$ cat src/rtl/seg_scan.sv
//==============================================================================
// Module      : seg_scan
// Description : Multiplexed 7-segment scan driver with double-buffered settings,
//               PWM brightness and leading-zero blanking. The optional macro
//               SEG_ACTIVE_LOW_EN inverts seg/seg_dp/an for common-anode boards.
// Revision    : 1.0 - initial release
//==============================================================================
`default_nettype none

module seg_scan #(
    parameter int N_DIG    = 8,
    parameter int PRESCALE = 1000
) (
    input  logic                     clk,
    input  logic                     rst,
    input  logic                     load,
    input  logic [4*N_DIG-1:0]       num,
    input  logic [$clog2(N_DIG)-1:0] dp,
    input  logic                     dp_en,
    input  logic                     lz_blank,
    input  logic [1:0]               bright,
    output logic [6:0]               seg,
    output logic                     seg_dp,
    output logic [N_DIG-1:0]         an,
    output logic                     load_ack,
    output logic                     frame
);
    localparam int c_cnt_w = $clog2(PRESCALE);
    localparam int c_idx_w = $clog2(N_DIG);
    localparam int c_qtr   = PRESCALE / 4;
    localparam logic [c_cnt_w:0] c_lim0 = (c_cnt_w+1)'(c_qtr);
    localparam logic [c_cnt_w:0] c_lim1 = (c_cnt_w+1)'(2 * c_qtr);
    localparam logic [c_cnt_w:0] c_lim2 = (c_cnt_w+1)'(3 * c_qtr);
    localparam logic [c_cnt_w:0] c_lim3 = (c_cnt_w+1)'(PRESCALE);
`ifdef SEG_ACTIVE_LOW_EN
    localparam logic c_inv = 1'b1;
`else
    localparam logic c_inv = 1'b0;
`endif

    logic [c_cnt_w-1:0] cnt_q, cnt_d;
    logic [c_idx_w-1:0] idx_q, idx_d;
    logic               pending_q, pending_d;
    logic [4*N_DIG-1:0] sh_num_q, sh_num_d, act_num_q, act_num_d;
    logic [c_idx_w-1:0] sh_dp_q, sh_dp_d, act_dp_q, act_dp_d;
    logic               sh_dp_en_q, sh_dp_en_d, act_dp_en_q, act_dp_en_d;
    logic               sh_lz_q, sh_lz_d, act_lz_q, act_lz_d;
    logic [1:0]         sh_bright_q, sh_bright_d, act_bright_q, act_bright_d;
    logic [6:0]         seg_q, seg_d;
    logic               seg_dp_q, seg_dp_d;
    logic [N_DIG-1:0]   an_q, an_d;
    logic               load_ack_q, load_ack_d;
    logic               frame_q, frame_d;

    logic               wrap, boundary, lit, all_zero, keep;
    logic [N_DIG-1:0]   blank_mask;
    logic [c_cnt_w:0]   on_lim;
    logic [3:0]         cur_nib;
    logic [6:0]         glyph;

    always_comb begin
        wrap     = (cnt_q == (c_cnt_w)'(PRESCALE - 1));
        boundary = wrap && (idx_q == (c_idx_w)'(N_DIG - 1));
        cnt_d    = wrap ? '0 : cnt_q + (c_cnt_w)'(1);
        idx_d    = idx_q;
        if (wrap) begin
            idx_d = (idx_q == (c_idx_w)'(N_DIG - 1)) ? '0 : idx_q + (c_idx_w)'(1);
        end

        // A load coinciding with a boundary stays pending; the transfer uses the old shadow.
        sh_num_d    = load ? num      : sh_num_q;
        sh_dp_d     = load ? dp       : sh_dp_q;
        sh_dp_en_d  = load ? dp_en    : sh_dp_en_q;
        sh_lz_d     = load ? lz_blank : sh_lz_q;
        sh_bright_d = load ? bright   : sh_bright_q;
        pending_d   = load ? 1'b1 : (boundary ? 1'b0 : pending_q);

        act_num_d    = act_num_q;
        act_dp_d     = act_dp_q;
        act_dp_en_d  = act_dp_en_q;
        act_lz_d     = act_lz_q;
        act_bright_d = act_bright_q;
        if (boundary && pending_q) begin
            act_num_d    = sh_num_q;
            act_dp_d     = sh_dp_q;
            act_dp_en_d  = sh_dp_en_q;
            act_lz_d     = sh_lz_q;
            act_bright_d = sh_bright_q;
        end
        load_ack_d = boundary && pending_q;
        frame_d    = boundary;
    end

    // Walk down from the MSD: a digit is a leading zero while everything above it is zero.
    always_comb begin
        all_zero   = 1'b1;
        keep       = 1'b0;
        blank_mask = '0;
        for (int k = N_DIG - 1; k >= 0; k--) begin
            all_zero      = all_zero && (act_num_q[4*k +: 4] == 4'd0);
            keep          = (k == 0) || (act_dp_en_q && ((c_idx_w)'(k) <= act_dp_q));
            blank_mask[k] = act_lz_q && all_zero && !keep;
        end
    end

    always_comb begin
        cur_nib = act_num_q[{idx_q, 2'b00} +: 4];
        case (cur_nib)
            4'h0:    glyph = 7'h3F;
            4'h1:    glyph = 7'h06;
            4'h2:    glyph = 7'h5B;
            4'h3:    glyph = 7'h4F;
            4'h4:    glyph = 7'h66;
            4'h5:    glyph = 7'h6D;
            4'h6:    glyph = 7'h7D;
            4'h7:    glyph = 7'h07;
            4'h8:    glyph = 7'h7F;
            4'h9:    glyph = 7'h6F;
            4'hA:    glyph = 7'h40;
            4'hE:    glyph = 7'h79;
            default: glyph = 7'h00;
        endcase

        case (act_bright_q)
            2'd0:    on_lim = c_lim0;
            2'd1:    on_lim = c_lim1;
            2'd2:    on_lim = c_lim2;
            default: on_lim = c_lim3;
        endcase
        lit = ({1'b0, cnt_q} < on_lim);

        an_d     = {N_DIG{c_inv}} ^ (lit ? ((N_DIG)'(1) << idx_q) : '0);
        seg_d    = {7{c_inv}} ^ ((lit && !blank_mask[idx_q]) ? glyph : 7'h00);
        seg_dp_d = c_inv ^ (lit && act_dp_en_q && (idx_q == act_dp_q));
    end

    always_ff @(posedge clk) begin
        if (!rst) begin
            cnt_q        <= '0;
            idx_q        <= '0;
            pending_q    <= 1'b0;
            sh_num_q     <= '0;
            sh_dp_q      <= '0;
            sh_dp_en_q   <= 1'b0;
            sh_lz_q      <= 1'b0;
            sh_bright_q  <= 2'd3;
            act_num_q    <= '0;
            act_dp_q     <= '0;
            act_dp_en_q  <= 1'b0;
            act_lz_q     <= 1'b0;
            act_bright_q <= 2'd3;
            seg_q        <= {7{c_inv}};
            seg_dp_q     <= c_inv;
            an_q         <= {N_DIG{c_inv}};
            load_ack_q   <= 1'b0;
            frame_q      <= 1'b0;
        end else begin
            cnt_q        <= cnt_d;
            idx_q        <= idx_d;
            pending_q    <= pending_d;
            sh_num_q     <= sh_num_d;
            sh_dp_q      <= sh_dp_d;
            sh_dp_en_q   <= sh_dp_en_d;
            sh_lz_q      <= sh_lz_d;
            sh_bright_q  <= sh_bright_d;
            act_num_q    <= act_num_d;
            act_dp_q     <= act_dp_d;
            act_dp_en_q  <= act_dp_en_d;
            act_lz_q     <= act_lz_d;
            act_bright_q <= act_bright_d;
            seg_q        <= seg_d;
            seg_dp_q     <= seg_dp_d;
            an_q         <= an_d;
            load_ack_q   <= load_ack_d;
            frame_q      <= frame_d;
        end
    end

    assign seg      = seg_q;
    assign seg_dp   = seg_dp_q;
    assign an       = an_q;
    assign load_ack = load_ack_q;
    assign frame    = frame_q;

endmodule

`default_nettype wire

$ cat config.mk
export PLATFORM = sky130hd
export DESIGN_NAME = seg_scan
export DESIGN_NICKNAME = d
export VERILOG_FILES = /design/src/rtl/seg_scan.sv
export SDC_FILE = /design/constraint.sdc
export NUM_CORES = 1
export LEC_CHECK = 0
export CORE_AREA = 2 2 92 94
export CTS_BUF_LIST = sky130_fd_sc_hd__clkbuf_16
export DETAILED_ROUTE_END_ITERATION = 6
export DIE_AREA = 0 0 94 96
export PLACE_DENSITY = 0.8
export SKIP_CTS_REPAIR_TIMING = 1
export SLEW_MARGIN = 30
export SYNTH_ARGS = -nofsm -noshare
export SYNTH_HDL_FRONTEND = slang
export SYNTH_SLANG_ARGS = --single-unit
$ cat constraint.sdc
create_clock -name clk -period 3.5 [get_ports clk]
set_input_delay 0.7 -clock clk [delete_from_list [all_inputs] [get_ports clk]]
set_output_delay 0.7 -clock clk [all_outputs]
set_load 0.01 [all_outputs]
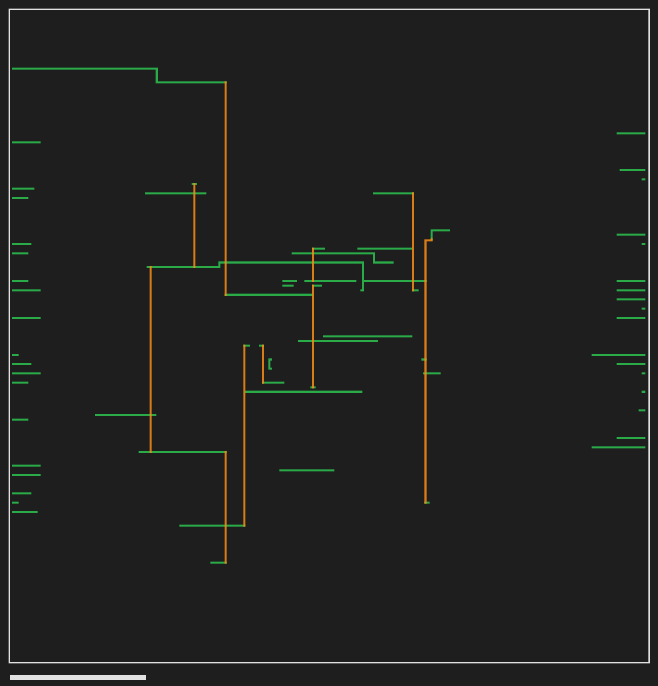
(images/metal_stack.png)
The bar under the picture is 20 um long. Two of the layers only.
Green stands for met3, wire length 340 um. Orange stands for met4, wire length 193 um.
total vias in the final route: 3555
final routed wire length divided by cell count: 13.81 um

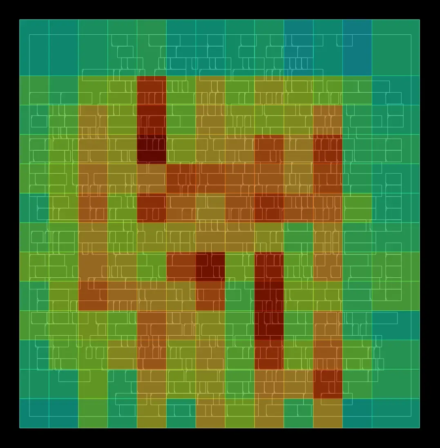
(images/final_congestion.png)
final core utilization: 0.6824
met3 track utilization from global routing: 0.03837
GRT met1 Usage: 0.2771

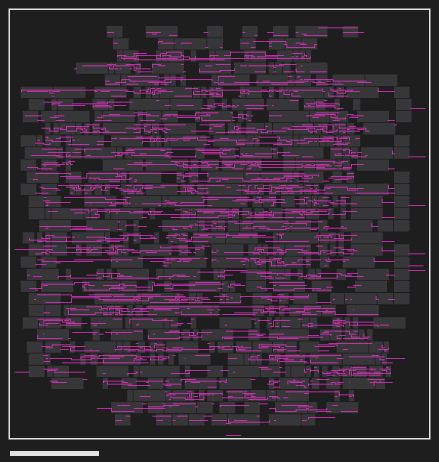
(images/met1.png)
The bar under the picture is 20 um long.
557 nets have wire on it. The longest straight run is 31.7 um. The layer carries 4130 um of wire. The wires run mostly horizontal.
total routed wirelength: 9087 um

==> impl_metrics.xml <==
<?xml version="1.0" encoding="UTF-8"?>
<metrics>
  <group name="status">
    <metric name="outcome" unit="">finished clean</metric>
  </group>
  <group name="synth">
    <metric name="netlist-cell-type-count" unit="">43</metric>
    <metric name="yosys-dominant-comb-family" unit="">simple AND/OR/NAND/NOR gates</metric>
    <metric name="syn_avg_cell_area" unit="um2">9.155</metric>
    <metric name="ys_cells" unit="">508</metric>
    <metric name="yosys.cell_count.top_type" unit="">dfxtp_1</metric>
    <metric name="ys_sh_adder" unit="">0.05919</metric>
    <metric name="synthTopCellsByCount" unit="">dfxtp_1, nand2_1, nor2_1</metric>
    <metric name="netlist_top_cells_area" unit="">dfxtp_1, mux2i_1, nand2_1, ha_1, a21oi_1</metric>
    <metric name="synthDominantAreaCellType" unit="">dfxtp_1</metric>
    <metric name="synth.yosys.warnings" unit="">0</metric>
    <metric name="enable_flop_cells" unit="">0</metric>
  </group>
  <group name="critical_path">
    <metric name="critPathSlowestCell" unit="">a2111oi_2</metric>
    <metric name="path_max_fanout" unit="">7</metric>
    <metric name="r2r_end" unit="">seg[5]$_SDFF_PN0_</metric>
    <metric name="slowest_delay" unit="ps">490</metric>
    <metric name="worst-endpoint-arrival" unit="ps">3030</metric>
    <metric name="critical_path_class" unit="">reg -&gt; reg</metric>
    <metric name="start_kind" unit="">flop</metric>
    <metric name="crit_path_cell_trace" unit="">inv_1, ha_1, inv_1, ha_1, o21a_1, o211ai_1, a21oi_1, a2111oi_2, nand3_1, nor3_1</metric>
    <metric name="worstPathRequired" unit="ps">3760</metric>
    <metric name="cp.buffers_inverters" unit="">2</metric>
  </group>
  <group name="final_timing">
    <metric name="setup-tns-final" unit="ps">0</metric>
    <metric name="fin_skew" unit="ps">7.851</metric>
    <metric name="setup_viol" unit="">0</metric>
    <metric name="actual_slew_at_the_worst_max_slew_pin" unit="ps">768.0</metric>
    <metric name="final_critical_path_setup_slack" unit="ps">737.3</metric>
    <metric name="timing.final.max_slew_violations" unit="">0</metric>
  </group>
  <group name="global_routing">
    <metric name="wire_length_of_the_first_global_routing_pass" unit="um">15720</metric>
    <metric name="use_met2" unit="">0.3696</metric>
    <metric name="grt_antenna_before_repair" unit="">0</metric>
    <metric name="top_usage_layer" unit="">met2</metric>
    <metric name="grt_start_max_net_pins" unit="">82</metric>
    <metric name="grt_pass1_vias" unit="">3433</metric>
  </group>
  <group name="clock_network">
    <metric name="cts-buffers-inserted" unit="">9</metric>
    <metric name="clock_sinks" unit="">110</metric>
    <metric name="clock_latency" unit="ps">340</metric>
    <metric name="cts_htree_levels" unit="">3</metric>
    <metric name="tritoncts_clock_tree" unit="">done</metric>
  </group>
  <group name="finish">
    <metric name="bufAreaShareNonClock" unit="">0.1148</metric>
    <metric name="commonest_non_fill_non_tap_cell_in_the_layout" unit="">dfxtp_1</metric>
    <metric name="non_filler_instances" unit="">658</metric>
    <metric name="top_regs" unit="">act_num_q (32), sh_num_q (32), cnt_q (10)</metric>
    <metric name="non_clock_inverter_count_in_the_final_layout" unit="">13</metric>
    <metric name="comb_cells" unit="">355</metric>
    <metric name="comb_area" unit="mm2">0.002240</metric>
    <metric name="comb_area_frac" unit="">0.4077</metric>
    <metric name="area.sequential" unit="mm2">0.002202</metric>
    <metric name="flops" unit="">110</metric>
    <metric name="clock_buffer_count" unit="">9</metric>
    <metric name="area_delta_synth_final" unit="%">18.13</metric>
    <metric name="area_share_clock_buf_inv" unit="">0.04395</metric>
    <metric name="largest_cell_class" unit="">multi-input combinational cells</metric>
  </group>
  <group name="power_and_ir_drop">
    <metric name="pwr.group.sequential" unit="mW">1.30</metric>
    <metric name="power.share.clock" unit="">0.379</metric>
    <metric name="maxPowerGroup" unit="">sequential cells</metric>
    <metric name="p_seq_frac" unit="">0.561</metric>
    <metric name="p_comb_frac" unit="">0.060</metric>
    <metric name="p_leak" unit="nW">2.220</metric>
    <metric name="total_power_draw" unit="mW">2.326</metric>
  </group>
  <group name="routing">
    <metric name="post_drt_via_cell_ratio" unit="">5.403</metric>
    <metric name="number_of_remaining_drc_errors" unit="">0</metric>
    <metric name="detail_route.first_pass.iterations" unit="">4</metric>
    <metric name="wirelength_met1" unit="um">4127</metric>
    <metric name="drt-initial-drc-count" unit="">185</metric>
  </group>
  <group name="floorplan">
    <metric name="die_height" unit="um">96</metric>
    <metric name="initial_utilization" unit="">0.5776</metric>
    <metric name="pin_count" unit="">60</metric>
    <metric name="dieWidth" unit="um">94</metric>
    <metric name="floorplan.core_area" unit="mm2">0.008051</metric>
  </group>
  <group name="min_path">
    <metric name="min-delay-start" unit="">cnt_q[0]$_SDFF_PP0_</metric>
  </group>
  <group name="placement">
    <metric name="placed_cells_incl_taps" unit="">646</metric>
  </group>
</metrics>
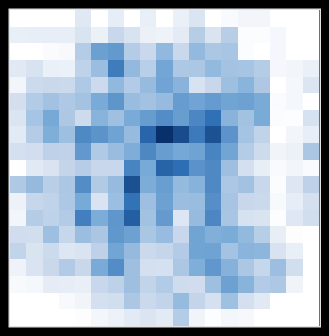
(images/wire_density.png)
19 x 19 tiles, from white (low) to dark blue (high), scaled to the fullest tile. Values are wire area over tile area, all layers added.
The densest ninth of the die: middle. The fullest tile reaches 0.56. The emptiest ninth of the die: top right. 13% of the tiles are nearly empty.
Tot GR Track Use: 0.2183

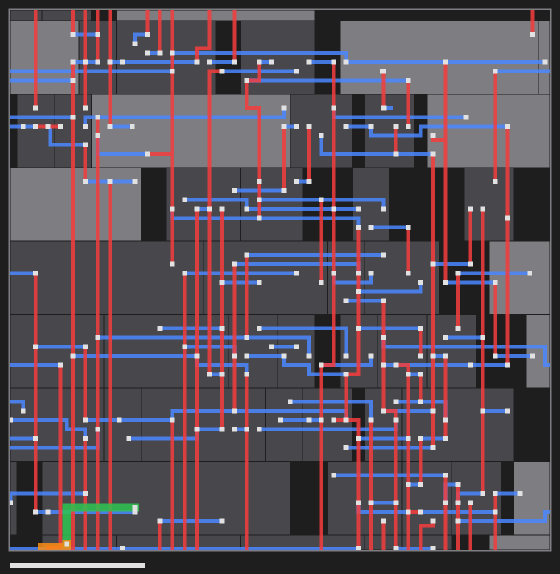
(images/zoom.png)
The bar under the picture is 5 um long. Region (60, 62) to (80, 82) um. Cells in grey, sequential cells in the stronger grey; small squares are vias.
Red stands for met2. Blue stands for met1. Orange stands for met4. Green stands for met3.
Netlist names of flops here include `seg` (2). 37 logic cells have their middle in the window. Sequential cells in the window: 4. Most frequent: nand2_1 (7), ha_1 (4), dfxtp_1 (4).

